File: src/rtl/uart_pkg.sv
// Shared UART definitions: FSM state encoding and data width.
// Used by the transmitter and reusable by the matching receiver.
package uart_pkg;

    localparam int unsigned UART_DATA_BITS = 8;

    typedef enum logic [2:0] {
        UART_IDLE   = 3'd0,
        UART_START  = 3'd1,
        UART_DATA   = 3'd2,
        UART_PARITY = 3'd3,
        UART_STOP   = 3'd4
    } uart_state_e;

endpackage

File: src/rtl/uart_baud_tick.sv
// Bit-period divider: counts 0..CLKS_PER_BIT-1 and pulses tick on the last count.
// clr holds the count at zero so the first bit after a clear is full length.
module uart_baud_tick #(
    parameter int unsigned CLKS_PER_BIT = 16
) (
    input  logic clk,
    input  logic rst,
    input  logic clr,
    output logic tick
);

    localparam int unsigned CW = $clog2(CLKS_PER_BIT);
    localparam logic [CW-1:0] LAST = CW'(CLKS_PER_BIT - 1);

    logic [CW-1:0] count_q, count_d;

    assign tick = (count_q == LAST);

    // Next count: wrap at bit end, hold at zero while cleared.
    always_comb begin
        count_d = count_q + CW'(1);
        if (clr || tick) begin
            count_d = '0;
        end
    end

    // Count register.
    always_ff @(posedge clk) begin
        if (rst) begin
            count_q <= '0;
        end else begin
            count_q <= count_d;
        end
    end

endmodule

File: src/rtl/uart_transmitter.sv
// UART transmitter: 8N1 (optionally 8E1/8O1), LSB first, idle-high line.
// Optional parity bit enabled by defining UART_PARITY_EN.
module uart_transmitter
    import uart_pkg::*;
#(
    parameter int unsigned CLKS_PER_BIT = 16,
    parameter int unsigned STOP_BITS    = 1,
    parameter int unsigned PARITY_ODD   = 0
) (
    input  logic       clk,
    input  logic       rst,
    input  logic [7:0] data,
    input  logic       valid,
    output logic       ready,
    output logic       tx,
    output logic       busy,
    output logic       done
);

    if (CLKS_PER_BIT < 2 || STOP_BITS < 1 || STOP_BITS > 2 || PARITY_ODD > 1) begin : g_bad_param
        $error("uart_transmitter: illegal parameter value");
    end

    uart_state_e               state_q, state_d;
    logic [UART_DATA_BITS-1:0] shreg_q, shreg_d;
    logic [2:0]                bitidx_q, bitidx_d;
    logic                      tx_q, tx_d;
    logic                      tick;
`ifdef UART_PARITY_EN
    logic                      parity_q, parity_d;
`endif

    assign ready = (state_q == UART_IDLE);
    assign busy  = ~ready;
    assign tx    = tx_q;

    // Divider is held clear while idle, so every frame starts on a fresh bit period.
    uart_baud_tick #(
        .CLKS_PER_BIT(CLKS_PER_BIT)
    ) u_baud_tick (
        .clk (clk),
        .rst (rst),
        .clr (state_q == UART_IDLE),
        .tick(tick)
    );

    // Next-state, shift register, bit index and done pulse.
    always_comb begin
        state_d  = state_q;
        shreg_d  = shreg_q;
        bitidx_d = bitidx_q;
        done     = 1'b0;
`ifdef UART_PARITY_EN
        parity_d = parity_q;
`endif
        unique case (state_q)
            UART_IDLE: begin
                if (valid) begin
                    shreg_d  = data;
                    bitidx_d = '0;
                    state_d  = UART_START;
`ifdef UART_PARITY_EN
                    parity_d = (^data) ^ (PARITY_ODD != 0);
`endif
                end
            end
            UART_START: begin
                if (tick) begin
                    state_d  = UART_DATA;
                    bitidx_d = '0;
                end
            end
            UART_DATA: begin
                if (tick) begin
                    shreg_d = shreg_q >> 1;
                    if (bitidx_q == 3'(UART_DATA_BITS - 1)) begin
                        bitidx_d = '0;
`ifdef UART_PARITY_EN
                        state_d  = UART_PARITY;
`else
                        state_d  = UART_STOP;
`endif
                    end else begin
                        bitidx_d = bitidx_q + 3'd1;
                    end
                end
            end
            UART_PARITY: begin
`ifdef UART_PARITY_EN
                if (tick) begin
                    state_d  = UART_STOP;
                    bitidx_d = '0;
                end
`else
                state_d = UART_IDLE;
`endif
            end
            UART_STOP: begin
                // bitidx counts stop bits here; done marks the final cycle of the last one.
                if (tick) begin
                    if (bitidx_q == 3'(STOP_BITS - 1)) begin
                        done    = 1'b1;
                        state_d = UART_IDLE;
                    end else begin
                        bitidx_d = bitidx_q + 3'd1;
                    end
                end
            end
            default: state_d = UART_IDLE;
        endcase
    end

    // Line value for the upcoming cycle, derived from next state so tx is a clean flop.
    always_comb begin
        tx_d = 1'b1;
        case (state_d)
            UART_START:  tx_d = 1'b0;
            UART_DATA:   tx_d = shreg_d[0];
`ifdef UART_PARITY_EN
            UART_PARITY: tx_d = parity_d;
`endif
            default:     tx_d = 1'b1;
        endcase
    end

    // State registers with synchronous reset.
    always_ff @(posedge clk) begin
        if (rst) begin
            state_q  <= UART_IDLE;
            shreg_q  <= '0;
            bitidx_q <= '0;
            tx_q     <= 1'b1;
`ifdef UART_PARITY_EN
            parity_q <= 1'b0;
`endif
        end else begin
            state_q  <= state_d;
            shreg_q  <= shreg_d;
            bitidx_q <= bitidx_d;
            tx_q     <= tx_d;
`ifdef UART_PARITY_EN
            parity_q <= parity_d;
`endif
        end
    end

endmodule
File: config.mk
export PLATFORM = sky130hd
export DESIGN_NAME = uart_transmitter
export DESIGN_NICKNAME = d
export VERILOG_FILES = /design/src/rtl/uart_pkg.sv /design/src/rtl/uart_baud_tick.sv /design/src/rtl/uart_transmitter.sv
export SDC_FILE = /design/constraint.sdc
export NUM_CORES = 1
export LEC_CHECK = 0
export ABC_AREA = 1
export CORE_MARGIN = 2
export CORE_UTILIZATION = 50
export CTS_CLUSTER_SIZE = 20
export DETAILED_ROUTE_END_ITERATION = 12
export PLACE_DENSITY = 0.74
export SYNTH_ARGS = -nofsm -noshare
export SYNTH_HDL_FRONTEND = slang
export SYNTH_SLANG_ARGS = --single-unit
File: constraint.sdc
create_clock -name clk -period 3.9 [get_ports clk]
set_input_delay 0.78 -clock clk [delete_from_list [all_inputs] [get_ports clk]]
set_output_delay 0.78 -clock clk [all_outputs]
set_load 0.02 [all_outputs]
==> run_1/met1.png <==
(8 px per µm) Cells faint in the background.
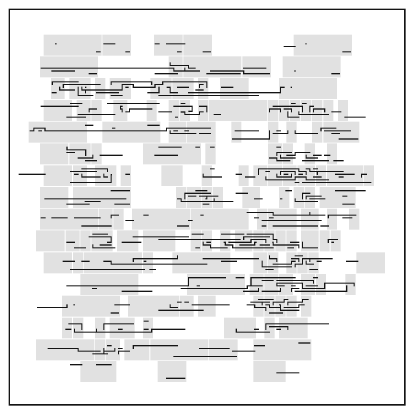
wire length on this layer: 786 µm
nets with wire on the layer: 154
longest straight run: 16.6 µm
vias post-DR: 884
Total Wirelength: 1840 µm
grt met1 use: 20.5%

==> run_1/met2.png <==
(10 px per µm)
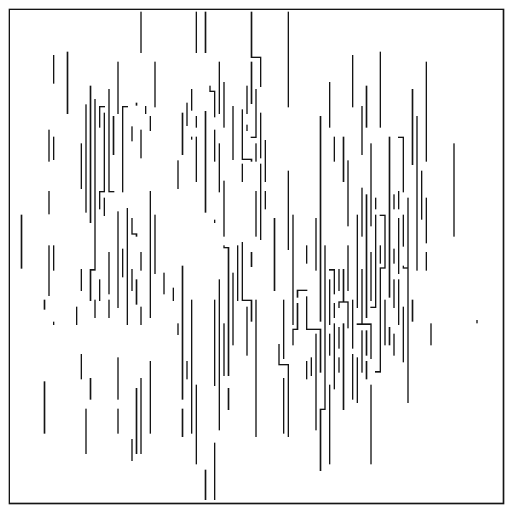
wire length on this layer: 967 µm
nets with wire on the layer: 131
longest straight run: 20.4 µm
GR Util met2: 30.6%

==> run_1/met3.png <==
(6 px per µm) Cells faint in the background.
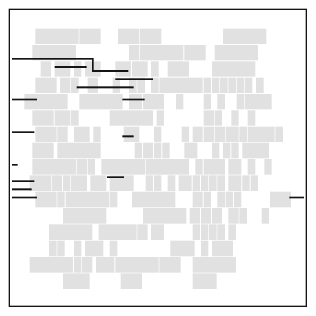
nets with wire on the layer: 11
longest straight run: 13.3 µm
wire length on this layer: 69.5 µm
main direction: horizontal
met3 track demand over resource in global routing: 3.07%

==> impl_table.tex, run 1 <==
% Auto-generated results table
\begin{tabular}{lr}
\hline
Metric & Value \\
\hline
\multicolumn{2}{l}{\textbf{Placed design}} \\
Total placed cells including tap cells & between 150 and 200 \\
Number of port buffers & 14 \\
Final estimated routing congestion in global placement & 0.926 \\
Placement Setup Slack & 1550 ps \\
Post-detail-place hpwl & 1440 µm \\
\multicolumn{2}{l}{\textbf{Hold path}} \\
Hold path depth & 1 \\
Hold Path Class & flip-flop to flip-flop \\
\multicolumn{2}{l}{\textbf{Synth}} \\
Top cells by area & dfxtp\_1, nand2\_1, nor2\_1 \\
Mapped Avg Cell Area & 7.65 µm² \\
Flip-flop and latch count after synthesis & 19 \\
Chip Area, Yosys & around 1000 µm² \\
Post-synth seq share & 37.1\% \\
Cell area after synthesis & 1020 µm² \\
Number of distinct library cell variants in the gate-level netlist after synthesis & 23 \\
Top cell type by total area after synthesis & dfxtp\_1 \\
\# Cells Yosys & 134 \\
\multicolumn{2}{l}{\textbf{Clock network}} \\
Number of H-tree branching levels & 1 \\
CTS Buf Count & 3 \\
Insertion delay of the later-clocked pin in the worst-skew pair & 290 ps \\
Number of buffers added to fix hold violations after cts & 0 \\
CTS tree & yes \\
CTS resizes & 0 \\
Clock tree sinks & 19 \\
Clock Tree Buf Depth & 2 \\
\multicolumn{2}{l}{\textbf{Setup path}} \\
Cell with the largest stage delay on the worst path & clkdlybuf4s50\_1 \\
Crit path required time & 3120 ps \\
Depth of the worst register-to-register path & 8 \\
RR Endpoint & bitidx\_q[1] \\
Critical path capture point type & output port \\
Worst-path fanout max & 8 \\
CP Cell Sequence & ha\_1 > nand3\_4 > inv\_1 > nand2\_1 > nor2\_1 > clkdlybuf4s50\_1 \\
Reg2reg setup slack & 2410 ps \\
Crit Path Category & flip-flop to output port \\
Crit Reg-Reg Startpoint & u\_baud\_tick.count\_q[0] \\
Stage delay of the slowest cell on the critical path & 600 ps \\
\multicolumn{2}{l}{\textbf{Global route}} \\
Total grt overflow & 0 \\
Pin count of the biggest net entering global routing & 12 \\
Total GRT Usage & roughly 17\% \\
Vias in the first global route & 846 \\
Layer carrying the most global-route usage & met2 \\
\multicolumn{2}{l}{\textbf{Pwr}} \\
Internal power component & 279 µW \\
Power per cell area & between 300 and 400 nW/µm² \\
Clock Power Share & 25.0\% \\
Static leakage & 0.000571 µW \\
Sw Ratio & 27.4\% \\
Flop+latch power & 212 µW \\
Power share of the sequential group & between 50\% and 60\% \\
Power attributed to combinational cells & 76.1 µW \\
Relative contribution of combinational cells to total power & 19.8\% \\
Max IR drop VDD & 250 µV \\
Largest power group & registers \\
Clock distribution power & between 90 and 100 µW \\
\multicolumn{2}{l}{\textbf{STA}} \\
RSZ-0062 raised after global routing & false \\
Number of pins exceeding their max-slew limit in the final report & 0 \\
Tightest slew margin relative to the limit & 72.5\% \\
Total negative setup slack & 0 ps \\
Max Fclk & 375 MHz \\
Final setup skew & 3.13 ps \\
Final worst slack & 1230 ps \\
Measured slew at the worst slew-check pin & 412 ps \\
\multicolumn{2}{l}{\textbf{Layout}} \\
Number of antenna diodes & 0 \\
Count of non-filler cells in the finished layout & approximately 180 \\
Most flop-heavy register & shreg\_q \\
Final standard cell utilization of the core & 62.9\% \\
Number of nets in the finished design & 167 \\
\multicolumn{2}{l}{\textbf{Routing}} \\
Post-detailed-route DRC marker count & 0 \\
1st-pass router iterations & 4 \\
Routed WL per cell & 10.3 µm \\
Iter 0 DRT Violations & 13 \\
Vias per cell & just under 5 \\
\multicolumn{2}{l}{\textbf{Floorplan}} \\
Std-Cell Core Area & around 1900 µm² \\
Row Count & 16 \\
Die outline width & 49.3 µm \\
Die Ht & between 40 and 50 µm \\
Top Ports & 15 \\
\multicolumn{2}{l}{\textbf{Run}} \\
Number of OpenROAD warnings & 27 \\
Reported max-cap violation count & 0 \\
\multicolumn{2}{l}{\textbf{Outcome}} \\
Result of the run & completed \\
\hline
\end{tabular}
run 1: cell usage after synthesis (all sizes together):
| master | n |
|---|---|
| nand3 | 12 |
| xnor2 | 1 |
| o21ai | 3 |
| ha | 4 |
| a21oi | 8 |
| o22ai | 1 |
| nor2 | 24 |
| clkbuf | 1 |
| dfxtp | 19 |
| inv | 20 |
| xor2 | 1 |
| nand4 | 2 |
| a22oi | 6 |
| nand2 | 32 |
run 1: final cells by class:
cell class,instances,area [µm²]
fillers,198,721
multi-input cells,94,563
flip-flops and latches,19,380
repair buffers,14,140
inverters,20,77.6
well taps,27,33.8
clock buffers,4,26.3
run 1: critical path, delay by kind of cell, from the launching register on:
family                   cells  cell delay (ps)
AND/OR/NAND/NOR              3              320
adder cells (fa/ha/maj)      1              240
buffers and inverters        2              680
flip-flops                   1              360
run 1: worst max-delay path by stage:
stage / to / cells past startpoint
after floorplan: done / 5
after global placement: done / 6
after detailed placement: done / 6
after CTS: done / 6
after global routing: done / 6
final: done / 6
run 1: cell families after synthesis:
| logic type | Yosys count | synth area share, % |
|---|---|---|
| AND-OR/OR-AND | 18 | 10.4 |
| XOR/XNOR | 2 | 1.71 |
| adder cells (fa/ha/maj) | 4 | 4.88 |
| buffers and inverters | 21 | 7.94 |
| flip-flops | 19 | 37.1 |
| AND/OR/NAND/NOR | 70 | 38.0 |
run 1: per-stage QoR:
step	power, µW	instance area [µm²]
floorplan	268	1020
global placement	291	1190
detailed placement	293	1190
CTS	389	1220
global route	414	1220
finish	385	1220
run 1: placed cells by master, fill, tap and decap left out, drive strengths merged:
cell	n
dfxtp	19
xor2	1
inv	20
xnor2	1
ha	4
nor2	24
clkdlybuf4s50	14
nand3	12
clkbuf	4
o21ai	3
o22ai	1
a22oi	6
nand2	32
nand4	2
a21oi	8
## Run 2: what changed since run 1
--- a/config.mk
+++ b/config.mk
@@ -7,10 +7,10 @@
 export LEC_CHECK = 0
 export ABC_AREA = 1
 export CORE_MARGIN = 2
-export CORE_UTILIZATION = 50
+export CORE_UTILIZATION = 47
 export CTS_CLUSTER_SIZE = 20
 export DETAILED_ROUTE_END_ITERATION = 12
-export PLACE_DENSITY = 0.74
+export PLACE_DENSITY = 0.73
 export SYNTH_ARGS = -nofsm -noshare
 export SYNTH_HDL_FRONTEND = slang
 export SYNTH_SLANG_ARGS = --single-unit
==> constraint.sdc (replaced) <==
create_clock -name clk -period 2.4 [get_ports clk]
set_input_delay 0.48 -clock clk [delete_from_list [all_inputs] [get_ports clk]]
set_output_delay 0.48 -clock clk [all_outputs]
set_load 0.02 [all_outputs]
==> run_2/met1.png <==
(8 px per µm) Cells faint in the background.
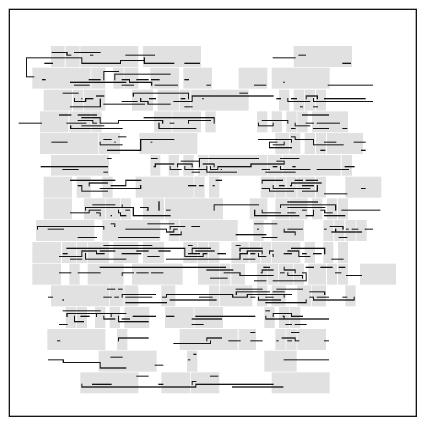
wire length on this layer: 841 µm
share of all routed wire: 44%
longest straight run: 15.6 µm
nets with wire on the layer: 153
main direction: horizontal
vias post-DR: 902
Total Wirelength: 1930 µm
grt met1 use: 18.3%

==> run_2/final_congestion.png <==
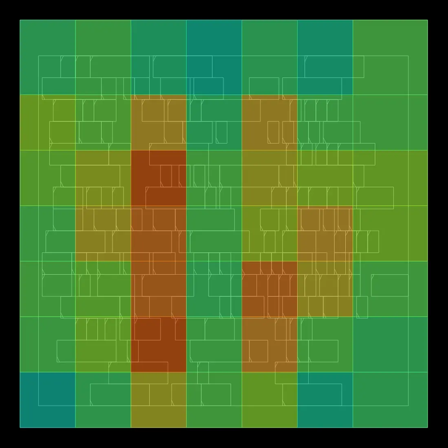
GR Util met2: 30.5%
met3 track demand over resource in global routing: 1.79%
final standard cell utilization of the core: 61.6%
Total GRT Usage: 16.2%

==> run_2/met2.png <==
(10 px per µm)
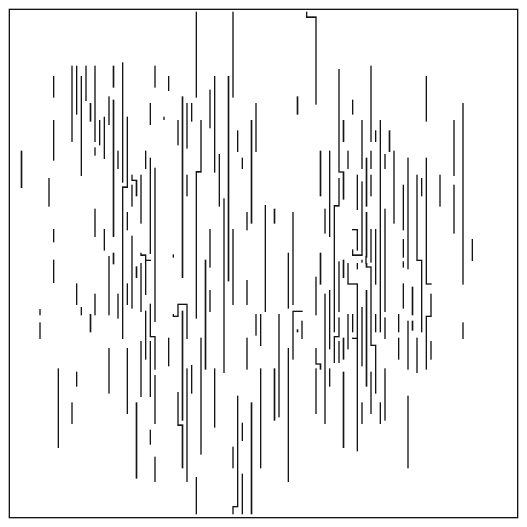
main direction: vertical
share of all routed wire: 52%
nets with wire on the layer: 138
longest straight run: 21.1 µm
wire length on this layer: 1,010 µm

==> run 2 against run 1 <==
Against the previous run: non-clock buffer count up 1; highest routed layer unchanged; clock skew down 1.6 ps; largest cell class unchanged; first-iteration DRC count up 15%.
==> impl_table.tex, run 2 <==
% Auto-generated results table
\begin{tabular}{lr}
\hline
Metric & Value \\
\hline
\multicolumn{2}{l}{\textbf{STA}} \\
Final setup skew & 1.53 ps \\
Tightest slew margin relative to the limit & 83.7\% \\
Number of pins exceeding their max-slew limit in the final report & 0 \\
Total negative setup slack & 0 ps \\
Measured slew at the worst slew-check pin & 245 ps \\
Max Fclk & $\sim$460 MHz \\
RSZ-0062 raised after global routing & false \\
\multicolumn{2}{l}{\textbf{Floorplan}} \\
Die Ht & around 50 µm \\
Std-Cell Core Area & 2000 µm² \\
Row Count & 16 \\
Top Ports & 15 \\
\multicolumn{2}{l}{\textbf{Run}} \\
Reported max-cap violation count & 0 \\
Number of OpenROAD warnings & 27 \\
\multicolumn{2}{l}{\textbf{Clock network}} \\
Clock root buffer & clkbuf\_4 \\
Number of buffers added to fix hold violations after cts & 0 \\
Clock tree sinks & 19 \\
Insertion delay of the later-clocked pin in the worst-skew pair & 290 ps \\
CTS tree & yes \\
CTS Buf Count & 3 \\
Clock Tree Buf Depth & 2 \\
\multicolumn{2}{l}{\textbf{Synth}} \\
EDFF count, synth & 0 \\
Synth Warn \# & 0 \\
Post-synth top area share & 37.1\% \\
Top cell type by total area after synthesis & dfxtp\_1 \\
Chip Area, Yosys & 1020 µm² \\
Share of synthesized cell area in and-or and or-and compound cells & about a tenth \\
Adder-cell share of the synthesized area & 4.88\% \\
Mapped Avg Cell Area & between 7 and 8 µm² \\
Most frequently used flop master after synthesis & dfxtp\_1 \\
Most repeated cell in the gate-level netlist after synthesis & nand2\_1 \\
Number of distinct library cell variants in the gate-level netlist after synthesis & 23 \\
XOR Share, Synth & 1.71\% \\
Share of flip-flops with an asynchronous set or reset & 0\% \\
\# Cells Yosys & between 100 and 150 \\
Post-Synth Simple-Gate Area & roughly 38\% \\
Multiplexer fraction of the synthesized cell area & 0\% \\
Top cells by instance count after synthesis & nand2\_1, dfxtp\_1, nor2\_1 \\
Flip-flop and latch count after synthesis & 19 \\
Top cells by area & dfxtp\_1, nand2\_1, nor2\_1 \\
Post-synth seq share & 37.1\% \\
Biggest combinational cell group after synthesis & simple AND/OR/NAND/NOR gates \\
\multicolumn{2}{l}{\textbf{Pwr}} \\
Largest power group & registers \\
Max IR drop VDD & 409 µV \\
Clock Power Share & 25.6\% \\
Power per cell area & 514 nW/µm² \\
Sw Ratio & 28.6\% \\
Static leakage & roughly 0.00060 µW \\
Power share of the sequential group & a little over half \\
Relative contribution of combinational cells to total power & between 10\% and 20\% \\
Internal power component & 453 µW \\
Power attributed to combinational cells & 126 µW \\
Flop+latch power & 345 µW \\
\multicolumn{2}{l}{\textbf{Hold path}} \\
Hold Path Class & flip-flop to flip-flop \\
Hold path depth & 1 \\
\multicolumn{2}{l}{\textbf{Placed design}} \\
Total placed cells including tap cells & 175 \\
Final estimated routing congestion in global placement & 0.899 \\
Post-detail-place hpwl & 1510 µm \\
Number of port buffers & 14 \\
\multicolumn{2}{l}{\textbf{Setup path}} \\
Crit path required time & 1920 ps \\
Critical path capture point type & output port \\
Reg2reg setup slack & 900 ps \\
Crit Reg-Reg Startpoint & u\_baud\_tick.count\_q[0] \\
Worst-path fanout max & 5 \\
Depth of the worst register-to-register path & 8 \\
Setup crit start kind & flip-flop \\
RR Endpoint & bitidx\_q[1] \\
Crit Path Category & flip-flop to output port \\
\multicolumn{2}{l}{\textbf{Routing}} \\
Routed WL per cell & 10.8 µm \\
Iter 0 DRT Violations & 15 \\
1st-pass router iterations & 4 \\
Vias per cell & 5.04 \\
Post-detailed-route DRC marker count & 0 \\
\multicolumn{2}{l}{\textbf{Global route}} \\
Vias in the first global route & 761 \\
Global-route wire length before repair & 3160 µm \\
Total grt overflow & 0 \\
Pin count of the biggest net entering global routing & 12 \\
\multicolumn{2}{l}{\textbf{Layout}} \\
Most common cell after layout, fill and taps aside & nand2\_1 \\
Count of non-filler cells in the finished layout & 179 \\
Number of nets in the finished design & 168 \\
Most frequent cells in the layout & nand2\_1, nor2\_1, dfxtp\_1 \\
Most flop-heavy register & shreg\_q \\
\multicolumn{2}{l}{\textbf{Outcome}} \\
Result of the run & completed \\
\hline
\end{tabular}
run 2: cell counts after synthesis:
No cell type changed its count.
run 2: worst max-delay path by stage:
stage	start	endpoint	slack, ps	cells after the start
6_report	state_q[0]	ready	250	4
5_1_grt	state_q[0]	ready	180	4
4_1_cts	u_baud_tick.count_q[0]	done	20	6
3_5_place_dp	u_baud_tick.count_q[0]	done	360	6
3_3_place_gp	u_baud_tick.count_q[0]	done	390	6
2_1_floorplan	u_baud_tick.count_q[0]	done	810	5
run 2: layout make-up:
cell class                      instances  area [µm²]
Clock buffer                            3        22.5
Tap cell                               27        33.8
Clock inverter                          1        5.00
Multi-Input combinational cell         94         563
Fill cell                             203         769
Timing Repair Buffer                   15         150
Sequential cell                        19         380
Inverter                               20        77.6
run 2: metrics by stage:
stage	power, µW	utilization [%]	setup slack [ps]	area, µm²
after floorplan	435	-	808	1020
after CTS	642	61.4	15.2	1230
after global placement	475	60.1	394	1200
after global routing	668	61.6	176	1230
after detailed placement	479	60.1	358	1200
final	634	61.6	248	1230
run 2: kinds of logic (layout without fill, tap and decap cells):
group,after synthesis,in the layout
buffers and inverters,21,39
DFF,19,19
and+or+nand+nor,70,70
AOI/OAI and AO/OA,18,18
adders and majority gates,4,4
xor gates and xnor gates,2,2
run 2: critical path, stage by stage, from the launching register on:
cell,delay (ps)
dfxtp_1,370
nor2_4,200
nand2_4,120
inv_4,80
clkdlybuf4s50_1,600
run 2: routing by layer:
| layer | GRT usage, % | wire, µm | up-vias |
|---|---|---|---|
| met5 | 0 | 0 | - |
| met4 | 6.76 | 14 | 0 |
| met3 | 1.79 | 67 | 2 |
| met2 | 30.5 | 1010 | 18 |
| met1 | 18.3 | 840 | 413 |
| li1 | - | - | 469 |
Power is estimated from default activity; no workload was simulated.
